Figure 1. Signal wires on met1 (run 1).
Bar = 20 microns. Supply wires on this layer in grey.
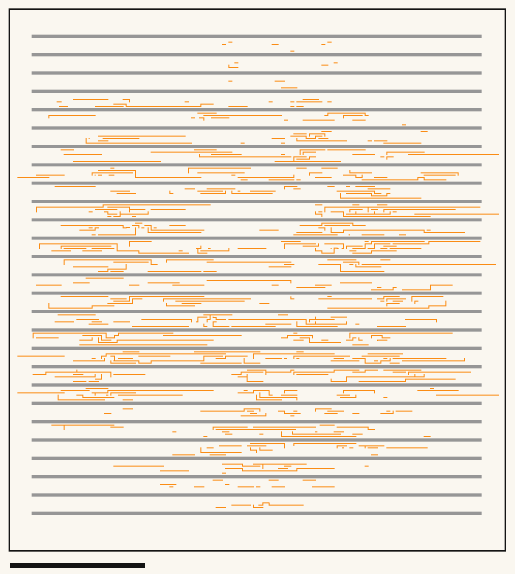
Figure 2. Signal wires on met2 (run 1).
Bar = 20 microns.
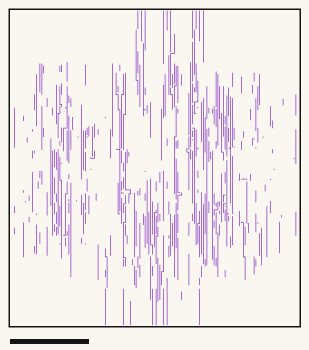
Figure 3. Met3 routing (run 1).
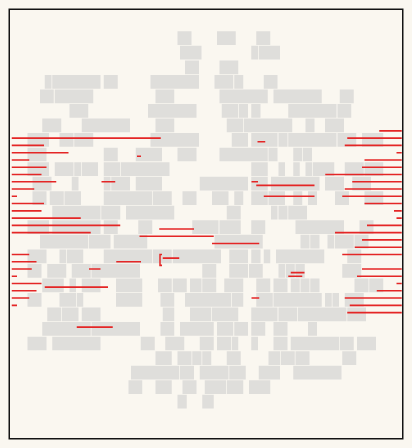
==> config.mk <==
export PLATFORM = sky130hd
export DESIGN_NAME = imm_gen
export DESIGN_NICKNAME = d
export VERILOG_FILES = /design/src/rtl/imm_gen.sv
export SDC_FILE = /design/constraint.sdc
export NUM_CORES = 1
export LEC_CHECK = 0
export CORE_ASPECT_RATIO = 1.1
export CORE_MARGIN = 3
export CORE_UTILIZATION = 30
export DETAILED_ROUTE_END_ITERATION = 8
export SLEW_MARGIN = 20
export SYNTH_ARGS = -nofsm -noshare
export SYNTH_HDL_FRONTEND = slang
export SYNTH_SLANG_ARGS = --single-unit
==> constraint.sdc <==
create_clock -name clk -period 1.2 [get_ports clk]
set_clock_uncertainty 0.15 [all_clocks]
set_input_delay 0.18 -clock clk [delete_from_list [all_inputs] [get_ports clk]]
set_output_delay 0.18 -clock clk [all_outputs]
set_load 0.03 [all_outputs]
==> impl_metrics.csv, run 1 <==
group,metric,value,unit
clock_tree,tritoncts.num_buffers,5,
synthesis,ys_seq_frac,0.552,
final_layout,final-comb-area,618,sq um
synthesis,synth_area,1500,sq um
placed_design,placed_cells,260,
final_layout,seq_share,0.339,
synthesis,synth-async-reset-ratio,1.00,
pwr,seq-power,1310,uW
placed_design,numPortBuffers,63,
synthesis,logic_family,"AND-OR/OR-AND gates",
status,outcome,"finished, final reports clean",
pwr,power_frac_clock,0.292,
sta,timing_hold_violations_final,0,
route,drtAntennaViolNets,0,
final_layout,fillers,424,
worst_setup_path,critical_path_buf_inv_count,1,
synthesis,ys_sh_simple,0.0844,
global_routing,grt-ovfl-total,0,
pwr,worst_ir_drop_vdd,0.620,mV
flow_run,log.warning_count,35,
final_layout,comb.multi_input.count,83,
die,floorplan.die_area,5870,sq um
final_layout,drive_above_1_share,0.379,
pwr,p_leak,0.00115,uW
clock_tree,max-clock-path-buffers,2,
worst_setup_path,worstPathRequired,0.87,ns
final_layout,sequential_cell_total,33,
final_layout,fin_nets,256,
final_layout,dominant-cell-class,"registers",
synthesis,syn_nets,169,
die,pin_count,72,
synthesis,ff_type,"dfrtp_1",
route,post-route-drc-count,0,
final_layout,finish.utilization,0.517,
pwr,powerComb,934,uW
worst_setup_path,r2r_setup_slack,0.09,ns
final_layout,largest_register_ff_count,32,
pwr,cell_int_power,2180,uW
sta,count_of_final_max_slew_check_failures,0,
clock_tree,cts_repair_resizes,16,
route,highest-signal-layer,"met4",
global_routing,total_routing_usage_gr,0.162,
pwr,pg_clk,922,uW
die,die_w,73.3,microns
synthesis,ys_types,30,
route,drt_pass1_iterations,5,
worst_hold_path,holdCritPathClass,"input port to async pin",
clock_tree,clk-insertion-delay-late,0.28,ns
final_layout,layout_top_cell,"buf_4",
-- Figure 1 (at the start) --
- share of all routed wire: 43%
- main direction: horizontal
- longest straight run: 23.0 microns
- nets with wire on the layer: 203
- wire length on this layer: 1920 microns
routed wire length: 4510 microns
met1 Usage GRT: 0.208
total via count after detailed routing: 1458

-- Figure 2 (at the start) --
- nets with wire on the layer: 226
- main direction: vertical
- share of all routed wire: 47%
- wire length on this layer: 2100 microns
- longest straight run: 34.3 microns
fraction of met2 tracks used by global routing: 0.261

-- Figure 3 (at the start) --
- main direction: horizontal
- wire length on this layer: 428 microns
- longest straight run: 27.6 microns
- share of all routed wire: 9.5%
met3 Use GR: 0.0401

==> run 2, diff against run 1 <==
CTS_CLUSTER_SIZE = 8   (was default)
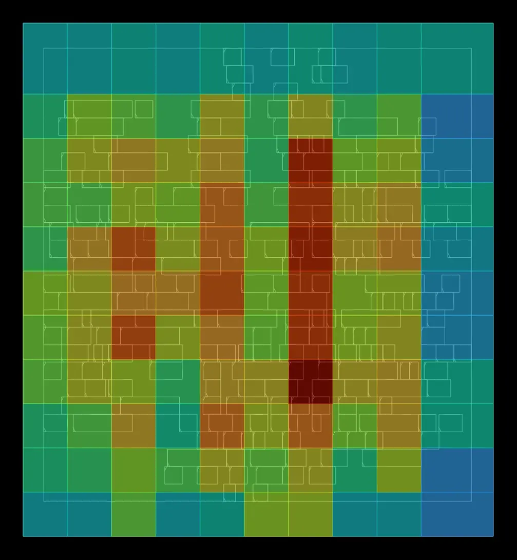
Figure 4: run 2, routing congestion.
Total Routing Usage GR: 0.162
busiest grt layer: met2
wire length per cell after detailed routing: 16.4 microns
Post-Route Utilization: 0.517

==> run 2 against run 1 <==
First-iteration DRC count unchanged. Critical path type unchanged. Sequential power is essentially flat. Largest power group unchanged. Cell count unchanged. Combinational power is essentially flat. Global-route usage stayed put. Sequential cell count unchanged. Sequential share of layout area is the same. Area after synthesis unchanged. Register-to-register slack barely moved.
==> impl_metrics.csv, run 2 <==
group,metric,value,unit
status,outcome,"finished, final reports clean",
die,die_w,73.3,microns
global_routing,use_met1,0.208,
flow_run,log.warning_count,35,
synthesis,ys_types,30,
route,vias,1458,
clock_tree,cts-htree-levels,2,
final_layout,layout_top_cell,"buf_4",
route,routed_wire_length,4510,microns
clock_tree,cts_repair_resizes,16,
clock_tree,max-clock-path-buffers,2,
die,pin_count,72,
synthesis,ys_sh_simple,0.0844,
pwr,power.net_switching,986,uW
synthesis,postSynthRegisterBits,33,
clock_tree,root_buffer,"clkbuf_8",
clock_tree,clk-insertion-delay-late,0.28,ns
final_layout,dominant-cell-class,"registers",
placed_design,placed_cells,260,
worst_hold_path,holdCritPathClass,"input port to async pin",
global_routing,grtUsageMet3,0.0401,
synthesis,synth_area,1500,sq um
final_layout,fillers,424,
final_layout,drive_above_1_share,0.379,
sta,timing_hold_violations_final,0,
final_layout,layout-area-overhead-vs-synth,63.0,%
pwr,power-per-cell-area,1300,nW/um^2
pwr,worst_ir_drop_vdd,0.620,mV
synthesis,ff_type,"dfrtp_1",
placed_design,numPortBuffers,63,
worst_setup_path,critical_path_buf_inv_count,1,
global_routing,grtUsageMet2,0.261,
pwr,cell_int_power,2180,uW
route,drtAntennaViolNets,0,
pwr,p_leak,0.00115,uW
route,post-route-drc-count,0,
synthesis,ys_seq_frac,0.552,
die,floorplan.die_area,5870,sq um
worst_setup_path,r2r_setup_slack,0.09,ns
synthesis,yosys.area_share.xor_xnor,0.00585,
pwr,powerComb,934,uW
final_layout,comb.multi_input.count,83,
sta,count_of_final_max_slew_check_failures,0,
worst_setup_path,kind_of_critical_path,"flop to output port",
global_routing,grt-ovfl-total,0,
final_layout,fin_nets,256,
route,met3WireLength,427,microns
route,drt_iter0_drc,105,
final_layout,sequential_cell_total,33,
pwr,pg_clk,922,uW
final_layout,seq_share,0.339,
worst_setup_path,worstPathRequired,0.87,ns
route,highest-signal-layer,"met4",
synthesis,synth-async-reset-ratio,1.00,
clock_tree,tritoncts.num_buffers,5,
pwr,seq-power,1310,uW
final_layout,final-comb-area,618,sq um
route,drt_pass1_iterations,5,
synthesis,yosys.area.top_type_share,0.552,
synthesis,logic_family,"AND-OR/OR-AND gates",
pwr,power_frac_clock,0.292,
synthesis,syn_nets,169,
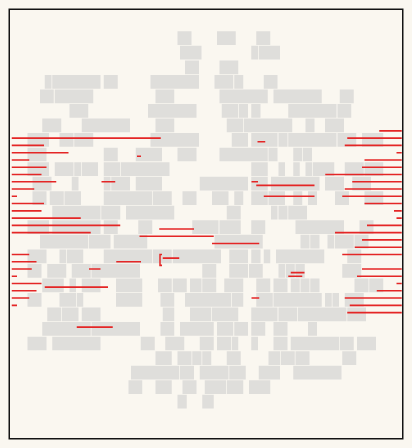
Figure 5: run 2, met3 routing.
- main direction: horizontal
- wire length on this layer: 428 microns
- share of all routed wire: 9.5%
- longest straight run: 27.6 microns

Power figures rest on the tool's default switching activity, not on a simulated workload.
